run_1/met2.png
Scale: 4 px per um. Cells faint in the background.
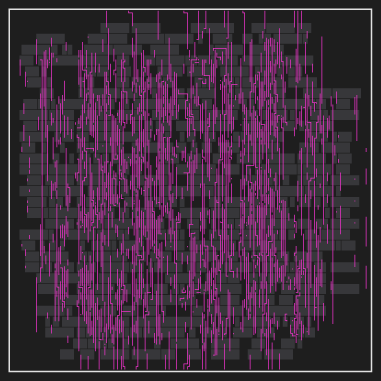
run_1/pins.png
Scale: 3 px per um. Pins as bars across the die edge, other pins in gray.
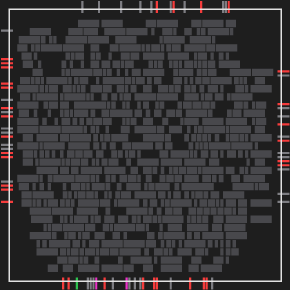
run_1/final_clocks.png
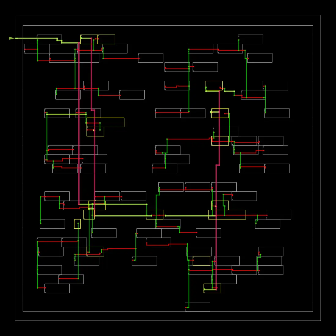
===== config.mk =====
export PLATFORM = sky130hd
export DESIGN_NAME = pr_timer_flat
export DESIGN_NICKNAME = d
export VERILOG_FILES = /design/src/rtl/pr_timer_pkg.sv /design/src/rtl/pr_timer_if.sv /design/src/rtl/pr_timer.sv /design/src/flat_wrapper.sv
export SDC_FILE = /design/constraint.sdc
export NUM_CORES = 1
export LEC_CHECK = 0
export CAP_MARGIN = 40
export CORE_MARGIN = 2
export CORE_UTILIZATION = 53
export DETAILED_ROUTE_END_ITERATION = 10
export HOLD_SLACK_MARGIN = 0.15
export PLACE_DENSITY = 0.8
export SLEW_MARGIN = 40
export SYNTH_ARGS = -nofsm -noshare
export SYNTH_HDL_FRONTEND = slang
export SYNTH_SLANG_ARGS = --single-unit
export TNS_END_PERCENT = 50

===== constraint.sdc =====
create_clock -name Clk -period 3.43 [get_ports Clk]
set_input_delay 0.8575 -clock Clk [delete_from_list [all_inputs] [get_ports Clk]]
set_output_delay 0.8575 -clock Clk [all_outputs]
set_load 0.05 [all_outputs]

===== src/rtl/pr_timer_pkg.sv =====
// Shared definitions for the pr_timer device-bus timer: register offsets,
// CTRL bit positions, mode and FSM state encodings.
package pr_timer_pkg;

    localparam logic [1:0] ADDR_CTRL   = 2'd0;
    localparam logic [1:0] ADDR_PRESET = 2'd1;
    localparam logic [1:0] ADDR_COUNT  = 2'd2;

    localparam int CTRL_EN      = 0;
    localparam int CTRL_MODE_LO = 1;
    localparam int CTRL_MODE_HI = 2;
    localparam int CTRL_IM      = 3;

    typedef enum logic [1:0] {
        MODE_ONESHOT = 2'd0,
        MODE_RELOAD  = 2'd1,
        MODE_RSVD2   = 2'd2,
        MODE_RSVD3   = 2'd3
    } mode_e;

    typedef enum logic [1:0] {
        ST_IDLE = 2'd0,
        ST_LOAD = 2'd1,
        ST_CNT  = 2'd2,
        ST_INT  = 2'd3
    } state_e;

    // Only the reload encoding auto-restarts; the reserved encodings act as one-shot.
    function automatic logic is_reload(input logic [1:0] mode);
        return (mode == MODE_RELOAD);
    endfunction

endpackage


===== src/rtl/pr_timer_if.sv =====
// Device-bus responder port of pr_timer: word offset, qualified write strobe,
// write data and combinational read data.
interface pr_timer_if;
    logic [1:0]  Addr;
    logic        We;
    logic [31:0] WD;
    logic [31:0] RD;

    modport master (output Addr, output We, output WD, input RD);
    modport slave  (input Addr, input We, input WD, output RD);
endinterface


===== src/rtl/pr_timer.sv =====
// Programmable down-counting timer with CTRL/PRESET/COUNT registers and a
// maskable interrupt, one-shot or auto-reload.
module pr_timer
    import pr_timer_pkg::*;
(
    input  logic      Clk,
    input  logic      Reset,
    pr_timer_if.slave bus,
    output logic      IRQ
);

    state_e      state_r;
    state_e      state_s;
    logic        en_r;
    logic        en_s;
    logic [1:0]  mode_r;
    logic [1:0]  mode_s;
    logic        im_r;
    logic        im_s;
    logic [31:0] preset_r;
    logic [31:0] preset_s;
    logic [31:0] count_r;
    logic [31:0] count_s;
    logic        pend_r;
    logic        pend_s;
    logic        pend_auto_r;
    logic        pend_auto_s;
    logic        irq_r;
    logic        ctrl_wr_s;
    logic        preset_wr_s;
    logic        pend_set_s;
    logic        en_clr_s;

    assign ctrl_wr_s   = bus.We && (bus.Addr == ADDR_CTRL);
    assign preset_wr_s = bus.We && (bus.Addr == ADDR_PRESET);

    // Countdown sequencing: next state, next COUNT and interrupt events.
    always_comb begin
        state_s     = state_r;
        count_s     = count_r;
        pend_set_s  = 1'b0;
        pend_auto_s = 1'b0;
        en_clr_s    = 1'b0;
        case (state_r)
            ST_IDLE: begin
                if (en_r) begin
                    state_s = ST_LOAD;
                end else begin
                    state_s = ST_IDLE;
                end
            end
            ST_LOAD: begin
                count_s = preset_r;
                state_s = ST_CNT;
            end
            ST_CNT: begin
                if (!en_r) begin
                    state_s = ST_IDLE;
                end else if (count_r == 32'd0) begin
                    state_s = ST_INT;
                end else begin
                    count_s = count_r - 32'd1;
                end
            end
            ST_INT: begin
                pend_set_s = 1'b1;
                if (is_reload(mode_r)) begin
                    // Mode is sampled here, so a mid-count change lands at this point.
                    count_s     = preset_r;
                    state_s     = ST_CNT;
                    pend_auto_s = 1'b1;
                end else begin
                    en_clr_s = 1'b1;
                    state_s  = ST_IDLE;
                end
            end
            default: begin
                state_s = ST_IDLE;
            end
        endcase
    end

    // Merge CPU writes with FSM side effects; a CTRL write beats the one-shot
    // Enable clear, while an interrupt event beats the write-clear of pend.
    always_comb begin
        if (ctrl_wr_s) begin
            en_s   = bus.WD[CTRL_EN];
            mode_s = bus.WD[CTRL_MODE_HI:CTRL_MODE_LO];
            im_s   = bus.WD[CTRL_IM];
        end else begin
            en_s   = en_r & ~en_clr_s;
            mode_s = mode_r;
            im_s   = im_r;
        end
        if (preset_wr_s) begin
            preset_s = bus.WD;
        end else begin
            preset_s = preset_r;
        end
        if (pend_set_s) begin
            pend_s = 1'b1;
        end else if (ctrl_wr_s || pend_auto_r) begin
            pend_s = 1'b0;
        end else begin
            pend_s = pend_r;
        end
    end

    // Zero-latency register read mux; unmapped offset reads zero.
    always_comb begin
        case (bus.Addr)
            ADDR_CTRL:   bus.RD = {28'd0, im_r, mode_r, en_r};
            ADDR_PRESET: bus.RD = preset_r;
            ADDR_COUNT:  bus.RD = count_r;
            default:     bus.RD = 32'd0;
        endcase
    end

    // State and register update with synchronous reset.
    always_ff @(posedge Clk) begin
        if (Reset) begin
            state_r     <= ST_IDLE;
            en_r        <= 1'b0;
            mode_r      <= 2'd0;
            im_r        <= 1'b0;
            preset_r    <= 32'd0;
            count_r     <= 32'd0;
            pend_r      <= 1'b0;
            pend_auto_r <= 1'b0;
            irq_r       <= 1'b0;
        end else begin
            state_r     <= state_s;
            en_r        <= en_s;
            mode_r      <= mode_s;
            im_r        <= im_s;
            preset_r    <= preset_s;
            count_r     <= count_s;
            pend_r      <= pend_s;
            pend_auto_r <= pend_auto_s;
            irq_r       <= im_s & pend_s;
        end
    end

    assign IRQ = irq_r;

endmodule


===== src/flat_wrapper.sv =====
// flat-port wrapper written by rule: the top's interface ports become plain ports
module pr_timer_flat import pr_timer_pkg::*;
  (Clk, Reset, IRQ, bus_Addr, bus_We, bus_WD, bus_RD);
  pr_timer_if bus_i ();
  input  logic Clk;
  input  logic Reset;
  output logic IRQ;
  input wire logic [$bits(bus_i.Addr)-1:0] bus_Addr;
  input wire logic [$bits(bus_i.We)-1:0] bus_We;
  input wire logic [$bits(bus_i.WD)-1:0] bus_WD;
  output wire logic [$bits(bus_i.RD)-1:0] bus_RD;
  assign bus_i.Addr = bus_Addr;
  assign bus_i.We = bus_We;
  assign bus_i.WD = bus_WD;
  assign bus_RD = bus_i.RD;
  pr_timer u_core (.Clk(Clk), .Reset(Reset), .bus(bus_i), .IRQ(IRQ));
endmodule

==> impl_metrics.toml, run 1 <==
# implementation run metrics
[run_status]
status = "finished, final reports clean"

[sta]
min_period_ps = 3160
slew_headroom = 0.4959
tightest_slew_ps = 756.2
finalCritPeriodShare = 0.9212
rsz0062_at_grt = "no"

[clock_tree]
postCtsHoldBufs = 0
htreeDepth = 3
cts_tree = "built"
post_cts_resized = 0

[pwr]
power.leakage_uw = 0.001929
total_power_uw = 1883

[critical_path]
path_buffers = 3
cpLargestDelayFamily = "buffers and inverters"
worstSetupPathType = "in2out"
crit_path_max_incr_delay_ps = 570
worstPathRequired_ps = 2570
slowest_stage = "clkdlybuf4s50_1"

[drt]
drc = 0
drt_iter0_drc = 264
vias_per_cell = 6.049
dr.pass1.iters = 5

[floorplanning]
die_h_um = 90.17
fp-row-count = 31
die_x_um = 90.17
chip_area_um2 = 8130

[final_layout]
num_antenna_cells = 0
fillers = 572
drive_gt1_frac = 0.1391
fin_area_um2 = 5276
fin_nets = 608

[placement]
hpwl_mm = 7.186
io_buffers = 69

[synthesis]
syn_area_um2 = 3935
ys_types = 54
yosysSeqAreaShare = 0.3714
top_area_frac = 0.3714
edf_count = 0

[grt]
grt_pass1_wl_mm = 18.14
grt_pass1_vias = 3853
grt_usage = 0.2673
antenna_found_initial = 0
-- met2.png (at the start) --
main direction: vertical
wire length on this layer: 5160 um
nets with wire on the layer: 486
share of all routed wire: 48%
final WL: 10.79 mm
via count: 4077
M2 GR Usage: 0.4367

-- pins.png (at the start) --
legend:
  red:
    port: bus_WD
    pins: 32
    direction: input
    edge: 13 left, 9 bottom, 6 right, 4 top
  magenta:
    port: bus_Addr
    pins: 2
    direction: input
    edge: bottom
  green:
    port: bus_We
    pins: 1
    direction: input
    edge: bottom

-- final_clocks.png (at the start) --
P_clk: 794 uW
registers: 73
Num CTS Buffers: 9
clk sinks: 73

[run 1: kinds of logic (layout without fill, tap and decap cells)]
group           count (synthesis)  after routing  synth area share
simple gates                  211            211            0.2544
compound gates                175            175            0.2989
flops                          73             73            0.3714
buf+inv                        47            108           0.05437
mux                             7              7           0.01781
fa+ha+maj                       1              1          0.003179
[run 1: stage by stage]
stage,cells,utilization
detailed placement,658,0.6974
global placement,658,0.6967
global route,674,0.7314
finish,674,0.7314
CTS,674,0.7305
floorplan,514,-
[run 1: layout by cell type (no fill, tap or decap), types with 8 or more instances in the layout]
cell type / instances
dfxtp_1: 73
or3_1: 9
o21ai_0: 25
buf_4: 13
a21oi_1: 61
a22o_1: 29
clkdlybuf4s50_1: 36
nor3_1: 8
nor2_1: 31
a32o_1: 8
buf_12: 34
o31ai_1: 9
clkbuf_8: 12
nand2_1: 116
[run 1: area by class of cell]
class	count	area (um^2)	share of cell area
well taps	99	123.9	0.02348
clock inverters	4	73.82	0.01399
clock buffers	12	165.2	0.03130
inverters	8	30.03	0.005691
repair buffers	84	1144	0.2167
flip-flops and latches	73	1461	0.2770
multi-input cells	394	2278	0.4318
[run 1: final timing paths]
| kind | start | to | slack (ps) | cells past startpoint |
|---|---|---|---|---|
| max | bus_Addr[0] | bus_RD[2] | 270 | 6 |
| min | u_core.preset_r[26] | u_core.preset_r[26] | 480 | 2 |
| max reg2reg | u_core.count_r[0] | u_core.count_r[3] | 630 | 8 |
| min reg2reg | u_core.preset_r[26] | u_core.preset_r[26] | 480 | 2 |
[run 1: flip-flops by register name, summed over array words and instances, names as in the netlist]
signal              cells
u_core.pend_r           1
u_core.im_r             1
u_core.en_r             1
u_core.count_r         32
u_core.mode_r           2
u_core.IRQ              1
u_core.state_r          2
u_core.pend_auto_r      1
u_core.preset_r        32
[run 1: tightest hold or removal path, cell delays in order, from the launching register on]
cell and delay, ps:
dfxtp_1 330, nand2_1 50, a21oi_1 50
[run 1: power by group]
group | total (uW) | internal (uW) | switching, uW | leakage [uW]
sequential | 876 | 862 | 14.2 | 0.000590
clock | 794 | 469 | 325 | 0.000123
combinational | 213 | 96.3 | 116 | 0.00122
[run 1: routing by layer]
layer,track usage,up-vias,wire length (um)
met5,0,-,0
met4,0.1308,0,232
met3,0.04023,19,757
met2,0.4367,182,5155
met1,0.3456,1895,4640
li1,-,1981,-
run_1/cell_classes.png
Scale: 4 px per um. Fill, decap, tap and diode cells in gray.
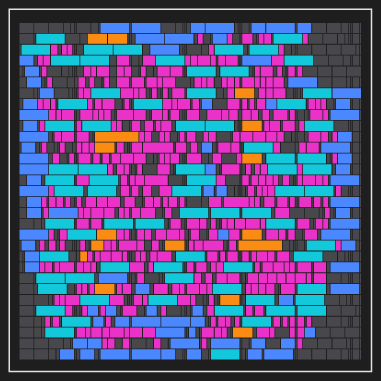

==> inputs of run 2 (changes only) <==
CORE_UTILIZATION = 29   (was 53)
PLACE_DENSITY = default   (was 0.8)
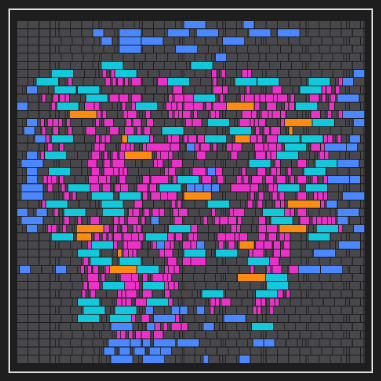
run_2/cell_classes.png
Scale: 3 px per um. Fill, decap, tap and diode cells in gray.
legend:
  cyan:
    class: flip-flops
    cells: 73
    share_of_their_area: 28%
  blue:
    class: other buffers and delay cells
    cells: 86
    share_of_their_area: 22%
  magenta:
    class: all other logic
    cells: 402
    share_of_their_area: 44%
  orange:
    class: clock drivers and dummy loads
    cells: 16
    share_of_their_area: 5.9%

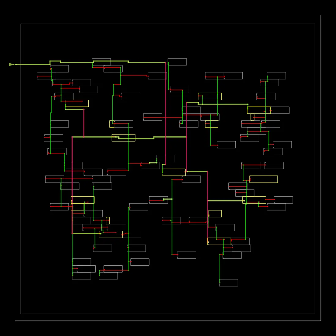
run_2/final_clocks.png
clk_lat worst skew: 340 ps
Fin Clk Skew: 5.946 ps
CLK BUF: 14
P_clk: 971 uW

==> run 2 against run 1 <==
  * Hold slack worse by 0.55 ps
  * Wire length increased by 9.4%
  * Maximum frequency rose by 3.0%
  * Synthesized area is the same
  * Combinational power is essentially flat
  * Highest routed layer unchanged
  * Sequential power about the same
  * Global-route usage is 10 points lower
  * Critical path type unchanged
  * Die size grew 79%
  * Register-to-register slack lost 100 ps
  * Via count is 2.6% lower
  * Clock-buffer cell count up 2
  * Synthesized cell count did not move
==> impl_metrics.toml, run 2 <==
# implementation run metrics
[run_status]
status = "finished, final reports clean"

[synthesis]
logic_family = "AND-OR/OR-AND gates"
ys_types = 54

[final_layout]
layout_top_cell = "nand2_1"
num_antenna_cells = 0
fin_area_um2 = 5464
mostFrequentLayoutCells = "nand2_1, dfxtp_1, a21oi_1"
final_cells = 753

[drt]
dr.pass1.iters = 4
drt_iter0_drc = 281
wl_mm = 11.80

[critical_path]
reg2reg_from = "u_core.count_r[1]"
worstSetupPathType = "in2out"
startpoint = "bus_Addr[0]"

[clock_tree]
cts_buffers = 9
htreeDepth = 3

[placement]
io_buffers = 69
dp.cells = 737

[floorplanning]
die_h_um = 120.5
fp-row-count = 42

[grt]
grt_usage = 0.1655
grt_pass1_vias = 3849
antenna_found_initial = 0

[sta]
finalCritPeriodShare = 0.8944
tightest_slew_ps = 792.2
min_period_ps = 3068
==> run 2: cell types whose count changed in the layout (fill, tap and decap cells not counted) <==
cell and change:
buf_4 +2, bufinv_16 -1, clkbuf_1 +2, clkbuf_16 +9, clkbuf_8 -9, clkinv_4 -1
nor4_1 -1, nor4_2 +1
==> run 2: final timing paths <==
path / cells past startpoint / endpoint / slack [ps]
worst min-delay path: 2 / u_core.preset_r[9] / 470
worst max-delay path: 6 / bus_RD[0] / 360
worst min register to register: 2 / u_core.preset_r[9] / 470
worst max register to register: 7 / u_core.count_r[3] / 530
==> run 2: where the power goes <==
group / switching [uW] / internal (uW)
Combinational: 118 / 97.5
Sequential: 14.7 / 864
Clock: 349 / 622
Total: 482 / 1580
==> run 2: layout make-up <==
class                           count  area [um^2]
Fill cell                        1357         7779
Multi-Input combinational cell    394         2285
Inverter                            8        30.03
Clock inverter                      2        35.03
Tap cell                          176        220.2
Timing Repair Buffer               86         1159
Clock buffer                       14        274.0
Sequential cell                    73         1461
==> run 2: stage by stage <==
stage               total power, uW    util  worst slack, ps
detailed placement             1113  0.3888            354.7
finish                         2066  0.4126            362.3
global placement               1110  0.3879            353.2
global route                   2144  0.4126            255.9
CTS                            2088  0.4121            352.1
floorplan                      1006       -            233.3
==> run 2: kinds of logic (layout without fill, tap and decap cells) <==
group | after synthesis | in the layout
buffers and inverters | 47 | 110
AND-OR/OR-AND | 175 | 175
adder cells (fa/ha/maj) | 1 | 1
multiplexers | 7 | 7
AND/OR/NAND/NOR | 211 | 211
flip-flops | 73 | 73
==> run 2: layer usage <==
| metal | share of wire | wire length, um | vias to the layer above | GRT usage |
|---|---|---|---|---|
| met2 | 0.48 | 5647 | 99 | 0.2687 |
| met5 | 0 | 0 | - | 0 |
| met4 | 0.012 | 144 | 0 | 0.05523 |
| li1 | - | - | 1985 | - |
| met3 | 0.053 | 620 | 13 | 0.04009 |
| met1 | 0.46 | 5392 | 1876 | 0.2151 |
==> run 2: worst max-delay path, stage by stage <==
cell	delay [ps]
clkdlybuf4s50_1	470
nor2b_2	250
buf_12	230
nand2_1	70
o21ai_0	140
buf_12	190
run_2/pins.png
Scale: 2 px per um. Pins as bars across the die edge, other pins in gray.
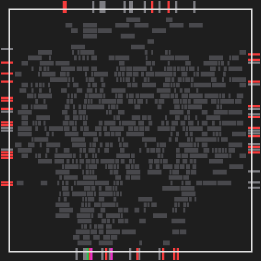

==> inputs of run 3 (changes only) <==
CORE_UTILIZATION = 40   (was 29)
RECOVER_POWER = 25   (was default)
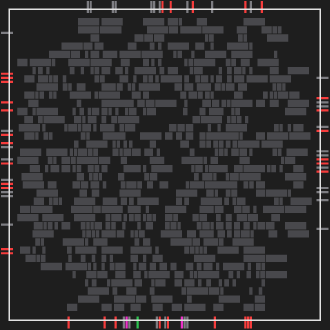
run_3/pins.png
Scale: 3 px per um. Pins as bars across the die edge, other pins in gray.
legend:
  red:
    port: bus_WD
    pins: 32
    direction: input
    edge: 12 left, 9 bottom, 6 right, 5 top
  magenta:
    port: bus_Addr
    pins: 2
    direction: input
    edge: bottom
  green:
    port: bus_We
    pins: 1
    direction: input
    edge: bottom
all pins by edge: 20 left, 18 bottom, 17 right, 15 top
die span in y: 103.2 um
IO buf count: 69

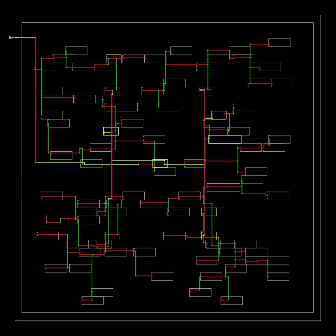
run_3/final_clocks.png
clk_lat worst skew: 350 ps
CLK BUF: 12
Fin Clk Skew: 5.645 ps
P_clk: 877 uW

==> run 3 against run 2 <==
  * The flow now finishes with violations (capacitance limit, slew limit)
  * Maximum frequency fell by 5.6%
  * Largest cell class unchanged
  * Clock power is 9.7% lower
  * Total power down 4.7%
  * Cell count fell by 5.4%
  * Wire length down 1.9%
  * Sequential power hardly changed
  * Global-route usage increased by 6.2 points
==> impl_metrics.toml, run 3 <==
# implementation run metrics
[run_status]
status = "finished, violations left"
failed_checks = "capacitance limit, slew limit"

[critical_path]
reg2reg_from = "u_core.count_r[0]"
startpoint = "bus_Addr[0]"
slowest_stage = "clkdlybuf4s50_1"
worstSetupPathType = "in2out"
crit_path_cell_trace = "clkdlybuf4s50_1 > nor2b_1 > buf_4 > nand2_1 > o21ai_0 > buf_12"
worstPathRequired_ps = 2570

[placement]
hpwl_mm = 7.866

[drt]
wl_mm = 11.58
vias_per_cell = 5.701

[sta]
min_period_ps = 3248
final_max_slew_viol_count = 30
rsz0062_at_grt = "no"

[job]
maxCapViolations = 1

[synthesis]
yosysSeqAreaShare = 0.3714

[final_layout]
drive_gt1_frac = 0.1382
fin_area_um2 = 5341
num_antenna_cells = 0
reg_top3 = "u_core.count_r: 32 flops, u_core.preset_r: 32 flops"
mostFrequentLayoutCells = "nand2_1, dfxtp_1, a21oi_1"

[clock_tree]
cts_tree = "built"
htreeDepth = 3

[pwr]
seq_power_share = 0.446
comb_power_share = 0.109

[floorplanning]
chip_area_um2 = 10650

[grt]
antenna_found_initial = 0
[run 3: metrics by stage]
| step | utilization | power, uW | hold slack, ps | cells |
|---|---|---|---|---|
| floorplan | - | 1006 | 444.4 | 514 |
| global placement | 0.5276 | 1108 | 464.5 | 696 |
| detailed placement | 0.5282 | 1111 | 470.4 | 696 |
| CTS | 0.5554 | 1983 | 480.7 | 712 |
| global route | 0.5541 | 2042 | 503.3 | 712 |
| finish | 0.5541 | 1968 | 476.3 | 712 |
[run 3: worst min-delay path: cells and delay by family (launching register included)]
family / cells / cell delay, ps
simple gates: 1 / 60
flops: 1 / 330
compound gates: 1 / 50
[run 3: power groups by stage]
stage / combinational, uW / clock [uW] / sequential (uW)
finish: 214 / 877 / 877
global route: 232 / 931 / 879
CTS: 216 / 891 / 877
detailed placement: 214 / 0 / 896
global placement: 211 / 0 / 896
floorplan: 115 / 0 / 891
[run 3: final cells by class]
class                           instances  area (um^2)
Fill cell                             939         4298
Multi-Input combinational cell        394         2270
Sequential cell                        73         1461
Timing Repair Buffer                   88         1151
Tap cell                              133        166.4
Clock buffer                           12        165.2
Clock inverter                          4        97.59
Inverter                                8        30.03
[run 3: routing by layer]
layer  global-route usage  vias up  wire length (um)
met5                    0        -                 0
met4              0.09818        0               264
met3              0.02957       22               570
met2               0.3576      130              5314
met1               0.3134     1916              5433
li1                     -     1991                 -
[run 3: worst paths after layout]
| check | to | slack, ps | cells after the start |
|---|---|---|---|
| worst max-delay path | bus_RD[2] | 180 | 6 |
| worst min-delay path | u_core.preset_r[2] | 480 | 2 |
| worst max register to register | u_core.count_r[2] | 670 | 9 |
| worst min register to register | u_core.preset_r[2] | 480 | 2 |
[run 3: kinds of logic after synthesis]
| group | count (synthesis) | share of synthesized area |
|---|---|---|
| buffers and inverters | 47 | 0.05437 |
| adder cells (fa/ha/maj) | 1 | 0.003179 |
| multiplexers | 7 | 0.01781 |
| AND-OR/OR-AND | 175 | 0.2989 |
| AND/OR/NAND/NOR | 211 | 0.2544 |
| flip-flops | 73 | 0.3714 |

==> notes/layouts.md <==
Pictures saved along the way, in no particular order.

Clock network drawn from the DEF.
shot_01.png
Scale: 6 px per um.
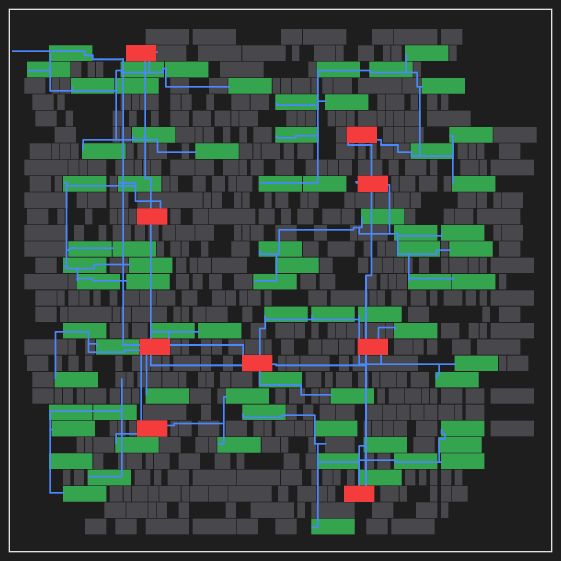
shot_02.png
Scale: 4 px per um.
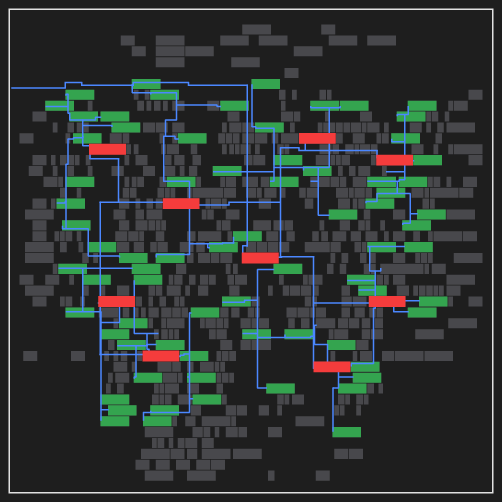
shot_03.png
Scale: 6 px per um.
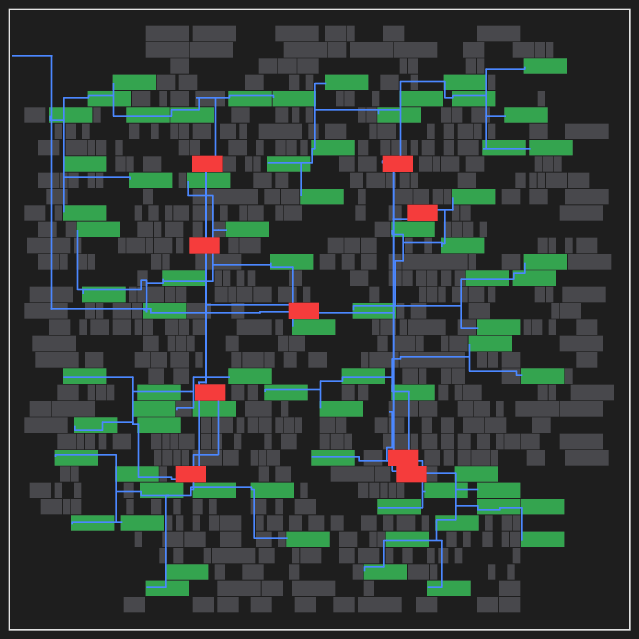
shot_03.png -> run 3
shot_01.png -> run 1
shot_02.png -> run 2
The one with the smallest die is shot_01.png.
The one with the largest die is shot_02.png.

Key to shot_03.png:
legend:
  red:
    item: cells driving clock nets
    count: 9
  green:
    item: flip-flops
    count: 73
  blue:
    item: clock wires
    length: 982 um
routed clock nets: 10
flops lie: widely spread

Power figures rest on the tool's default switching activity, not on a simulated workload.
